Fig. 1: cell classes on the final placement
The bar under the picture is 20 um long.
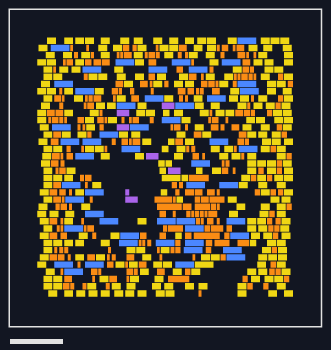
Fig. 2: placement view
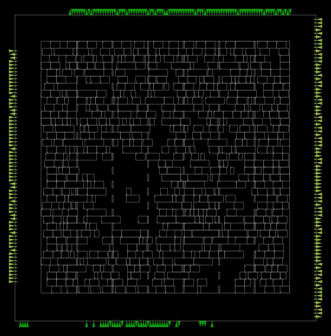
Fig. 3: met2 routing
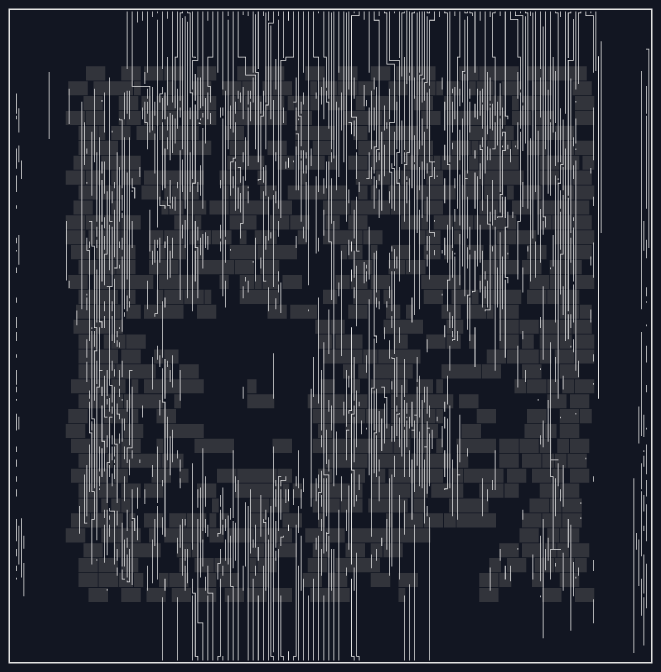
Fig. 4: clock distribution
The bar under the picture is 20 um long.
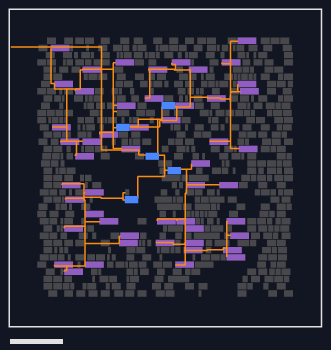
Fig. 5: logic cells by family
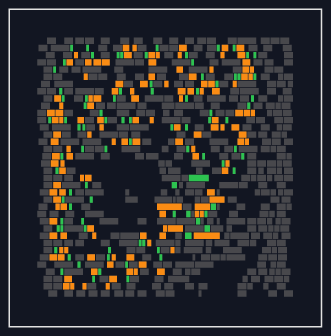
<file path="src/rtl/mem_arbiter.sv">
// Round-robin arbiter that gives NCORES cores access to one synchronous data memory.
// Defining MEM_ARB_LOCK_EN adds locked ownership with a LOCK_MAX-cycle timeout.
module mem_arbiter #(
    parameter int NBDATA   = 32,
    parameter int MDATAW   = 8,
    parameter int NCORES   = 4,
    parameter int LOCK_MAX = 16
) (
    input  logic                     clk,
    input  logic                     rst,
    input  logic [NCORES-1:0]        req,
    input  logic [NCORES-1:0]        wr,
    input  logic [NCORES-1:0]        lock,
    input  logic [NCORES*MDATAW-1:0] addr,
    input  logic [NCORES*NBDATA-1:0] wdata,
    output logic [NCORES-1:0]        gnt,
    output logic [NCORES-1:0]        rvalid,
    output logic [NBDATA-1:0]        rdata,
    output logic                     m_wr,
    output logic [MDATAW-1:0]        m_addr,
    output logic [NBDATA-1:0]        m_wdata,
    input  logic [NBDATA-1:0]        m_rdata,
    output logic                     lock_abort
);

    localparam int IW = (NCORES > 1) ? $clog2(NCORES) : 1;

    logic [NCORES-1:0] r_gnt;
    logic [NCORES-1:0] r_rvalid;
    logic              r_m_wr;
    logic [MDATAW-1:0] r_m_addr;
    logic [NBDATA-1:0] r_m_wdata;
    logic [IW-1:0]     r_last;

    logic [NCORES-1:0] w_mask;
    logic [NCORES-1:0] w_elig;
    logic [NCORES-1:0] w_win_oh;
    logic [IW-1:0]     w_win;
    logic [IW-1:0]     w_idx;
    logic              w_found;

    // A core holding gnt this cycle sits out so its held req is not re-granted
    assign w_elig = req & ~r_gnt & w_mask;

    always_comb begin
        w_found = 1'b0;
        w_win   = '0;
        w_idx   = '0;
        for (int i = 1; i <= NCORES; i++) begin
            w_idx = IW'((int'(r_last) + i) % NCORES);
            if (!w_found && w_elig[w_idx]) begin
                w_found = 1'b1;
                w_win   = w_idx;
            end
        end
    end

    assign w_win_oh = w_found ? (NCORES'(1) << w_win) : '0;

    always_ff @(posedge clk) begin
        if (rst) begin
            r_gnt     <= '0;
            r_rvalid  <= '0;
            r_m_wr    <= 1'b0;
            r_m_addr  <= '0;
            r_m_wdata <= '0;
            r_last    <= IW'(NCORES - 1);
        end else begin
            r_gnt    <= w_win_oh;
            r_m_wr   <= w_found & wr[w_win];
            r_rvalid <= r_m_wr ? '0 : r_gnt;
            if (w_found) begin
                r_m_addr  <= addr[int'(w_win)*MDATAW +: MDATAW];
                r_m_wdata <= wdata[int'(w_win)*NBDATA +: NBDATA];
                r_last    <= w_win;
            end
        end
    end

`ifdef MEM_ARB_LOCK_EN
    typedef enum logic {
        ARB,
        LOCKED
    } state_t;

    localparam int CW = $clog2(LOCK_MAX + 1);

    state_t        r_state;
    state_t        w_state_nxt;
    logic [IW-1:0] r_owner;
    logic [IW-1:0] w_owner_nxt;
    logic [CW-1:0] r_lock_cnt;
    logic [CW-1:0] w_cnt_nxt;
    logic          w_abort;
    logic          r_lock_abort;

    assign w_mask = (r_state == LOCKED) ? (NCORES'(1) << r_owner) : '1;

    always_comb begin
        w_state_nxt = r_state;
        w_owner_nxt = r_owner;
        w_cnt_nxt   = '0;
        w_abort     = 1'b0;
        unique case (r_state)
            ARB: begin
                if (w_found && lock[w_win]) begin
                    w_state_nxt = LOCKED;
                    w_owner_nxt = w_win;
                end
            end
            LOCKED: begin
                // Timeout wins over any access granted in the same cycle
                if (r_lock_cnt == CW'(LOCK_MAX - 1)) begin
                    w_state_nxt = ARB;
                    w_abort     = 1'b1;
                end else if (w_found && !lock[w_win]) begin
                    w_state_nxt = ARB;
                end else begin
                    w_cnt_nxt = r_lock_cnt + 1'b1;
                end
            end
        endcase
    end

    always_ff @(posedge clk) begin
        if (rst) begin
            r_state      <= ARB;
            r_owner      <= '0;
            r_lock_cnt   <= '0;
            r_lock_abort <= 1'b0;
        end else begin
            r_state      <= w_state_nxt;
            r_owner      <= w_owner_nxt;
            r_lock_cnt   <= w_cnt_nxt;
            r_lock_abort <= w_abort;
        end
    end

    assign lock_abort = r_lock_abort;
`else
    logic w_unused;

    assign w_mask     = '1;
    assign lock_abort = 1'b0;
    assign w_unused   = (^lock) ^ (LOCK_MAX > 0);
`endif

    assign gnt     = r_gnt;
    assign rvalid  = r_rvalid;
    assign rdata   = (|r_rvalid) ? m_rdata : '0;
    assign m_wr    = r_m_wr;
    assign m_addr  = r_m_addr;
    assign m_wdata = r_m_wdata;

endmodule

</file>
<file path="config.mk">
export PLATFORM = sky130hd
export DESIGN_NAME = mem_arbiter
export DESIGN_NICKNAME = d
export VERILOG_FILES = /design/src/rtl/mem_arbiter.sv
export SDC_FILE = /design/constraint.sdc
export NUM_CORES = 1
export LEC_CHECK = 0
export CAP_MARGIN = 15
export CORE_AREA = 10 10 107 109
export CTS_CLUSTER_SIZE = 16
export DETAILED_ROUTE_END_ITERATION = 16
export DIE_AREA = 0 0 117 119
export GPL_TIMING_DRIVEN = 1
export PLACE_DENSITY_LB_ADDON = 0.15
export SETUP_SLACK_MARGIN = 0.05
export SYNTH_ARGS = -nofsm -noshare
export SYNTH_HDL_FRONTEND = slang
export SYNTH_SLANG_ARGS = --single-unit
</file>
<file path="constraint.sdc">
create_clock -name clk -period 3 [get_ports clk]
set_input_delay 0.6 -clock clk [delete_from_list [all_inputs] [get_ports clk]]
set_output_delay 0.6 -clock clk [all_outputs]
set_load 0.01 [all_outputs]
</file>
==> flow_summary.ini <==
; implementation run metrics
[synthesis]
ys_sh_simple_pct = 25.6
yosysTopAreaCell = dfxtp_1
synth_sequential_area_ratio_pct = 34.9
ys_ff = 51
yosys_most_used_dff = dfxtp_1
top_logic_kind = AND-OR/OR-AND gates
top_cell_area_share_pct = 34.9
yosys.area_share.aoi_pct = 32.9
common_cells = nand2_1, dfxtp_1, a21oi_1
yosys.area_share.xor_xnor_pct = 0
edf_count = 0
synth_warnings = 0
cell_variety_after_synth = 39
ys_async_sr_fraction_pct = 0
synth_cells = 367
yosys.stat.chipArea_sq_mm = 0.00293
post_synth_main_area_contributors = dfxtp_1, o221ai_1, nand2_1
synth_top_cell_by_count = nand2_1
mux_share_pct = 0.769
synth.net_count = 573
syn-mean-instance-area_sq_um = 7.98
synth.cellmix.adderShare_pct = 0
synth.cell_area_sq_mm = 0.00293
yosys_cell_count = 367

[routing]
avgRoutedWirePerCell_um = 21.6
dr.pass1.iters = 4
routed-wl-met2_mm = 8.00
ant_nets = 0
highest_metal_used = met4
met1_length_mm = 5.65
post_drt_via_cell_ratio = 5.37
met3_wirelength_mm = 1.83
post-route-drc-count = 0
drt_iter0_drc = 167

[power]
vdd.ir_drop.worst_v = 0.000222
comb_power_share_pct = 54.4
report.power.total_mw = 2.88
p_sw_share_pct = 36.6
p_seq_share_pct = 31.3
cellLeakagePower_nw = 2.23
power_sequential_mw = 0.900
maxPowerGroup = combinational logic
power_combinational_mw = 1.56
cellPowerDensity_mw_per_mm2 = 480
clock_net_power_mw = 0.412
power.internal_mw = 1.82
switchingPower_mw = 1.05

[global_route]
global_route.usage.total_pct = 21.1
grt_busiest_layer = met2
grt.met3_usage_pct = 7.73
via_count_of_the_first_global_routing_pass = 4202
grt.overflow.total = 0
grt_first_pass_wirelength_mm = 23.3
pin_count_of_the_biggest_net_entering_global_routing = 46
global_route.usage.met1_pct = 20.6
grt_antenna_before_repair = 1

[final_layout]
final.signal_inverter_count = 1
drive_above_1_share_pct = 5.51
final-comb-area_sq_mm = 0.00178
signal_buffer_area_fraction_pct = 49.3
area_overhead_vs_synth_pct = 105
ff_latch_area_sq_mm = 0.00102
max_reg_flops = 32
top_area_cell_class = non-clock buffers
final.clkbuf_count = 6
diodes = 1
final_cell_mix = clkdlybuf4s50_1, nand2_1, dfxtp_1
nFlopsAndLatches = 51
layout.comb_gates.multi_input = 280
clock_cell_area_share_pct = 1.46
layout.non_clock_buffers = 296
final_nets = 841
fillCellCount = 861

[timing]
tightestPinTransition_ns = 0.625
fin_crit_sh_pct = 82.1
timing.final.ws_setup_ns = 0.536
report.final.slew_viol_count = 0
layout_min_cycle_time_ns = 2.46
max_clock_freq_mhz = 406
fin_worst_hold_slack_ns = 0.468
setup_viol = 0
setup-tns-final_ns = 0
grt_setup_unrepaired = false
maxSlewHeadroom_pct = 58.3
finalHoldViolations = 0

[worst_setup_path]
worstSetupEndpoint = m_wdata[13]
r2r_slack_ns = 1.00
crit-reg2reg-launch = gnt[2]
timing.critical_path.arrival_ns = 2.69
cp_num_cells = 7
crit_path_max_fanout = 24
timing.critical_path.buf_inv = 2
timing.critical_path.cells = clkdlybuf4s50_1 -> nor2b_2 -> nor3_2 -> a21oi_4 -> buf_4 -> o221ai_1 -> a22oi_1
timing.critical_path.from = req[2]
criticalPathCategory = input pin to flop
ff2ff_path_depth = 6
cp_slowest_stage_delay_ns = 0.55
slowest_stage_cell_cp = a21oi_4
endpoint_kind = flop
regToRegEndpoint = m_wdata[13]
critical_path.top_delay_family = AND-OR/OR-AND gates
crit_required_ns = 3.23
start_kind = input pin

[die]
die_y_um = 119
initial_standard_cell_utilization_of_the_core_pct = 31.0
die_area_sq_mm = 0.0139
rows = 36
die_extent_in_x_um = 117
floorplan.io_pins = 288

[placed_design]
place_area_sq_mm = 0.00590
port_buffer_cells = 282
place.detailed.instances = 742
globalplace.congestion = 0.885
hpwl_mm = 13.1
detailedPlace.worstSlack_ns = 0.216

[cts]
clock_tree.buffer_depth = 2
tritoncts = yes
cts-buffers-inserted = 5
cts.repair.resized = 0
cts-root-buf = clkbuf_8
clk_slew_on_worst_s_h_paths_ns = 0.09
cts.sink_count = 51
ctsHoldBuffers = 0
post-cts-setup-buffer-count = 0
clkLatencyLatePin_ns = 0.30
cts_htree_levels = 2

[flow_run]
warning_count = 30
drv.max_cap_violation_count = 0

[min_path]
hp-start = m_addr[4]
min_path_type = flop to flop
worstHoldEndpoint = m_addr[4]
worstHoldPathCells = 2

[run_status]
status = finished, final reports clean
-- Fig. 1 (at the start) --
Key: blue = sequential cells [cells 51, share of their area 17%]; purple = clock drivers and dummy loads [cells 7, share of their area 1.5%]; yellow = remaining buffers and delay cells [cells 296, share of their area 50%]; orange = combinational and other logic [cells 281, share of their area 31%]
core area: 0.00946 sq mm
Non-Filler Cell Area, Final: 0.00599 sq mm
final core occ: 63.4%

-- Fig. 2 (at the start) --
sequential share of cell area: 17.0%
Tapcell Cnt: 114
Non-Filler Instances: 750

-- Fig. 3 (at the start) --
718 nets have wire on it. The longest straight run is 62.4 um. The layer carries 8000 um of wire. The wires run mostly vertical. The layer holds 49% of the routed length.
Routed WL: 16.2 mm
vias after detailed routing: 4024
met2 routing resource usage after global routing: 38.0%

-- Fig. 4 (at the start) --
Key: purple = flip-flops [count 51]; orange = clock wires [length 695 um]; blue = clock drivers [count 5]
There are 6 routed clock nets.
clock network power share: 14.3%
clock tree skew after final layout: 0.0118 ns

-- Fig. 5 (at the start) --
Key: green = nand cells [cells 89]; orange = aoi and oai cells [cells 130]
Commonest Layout Cell: clkdlybuf4s50_1
share of the final layout cell area in multi-input gates: 29.7%

Power figures rest on the tool's default switching activity, not on a simulated workload.
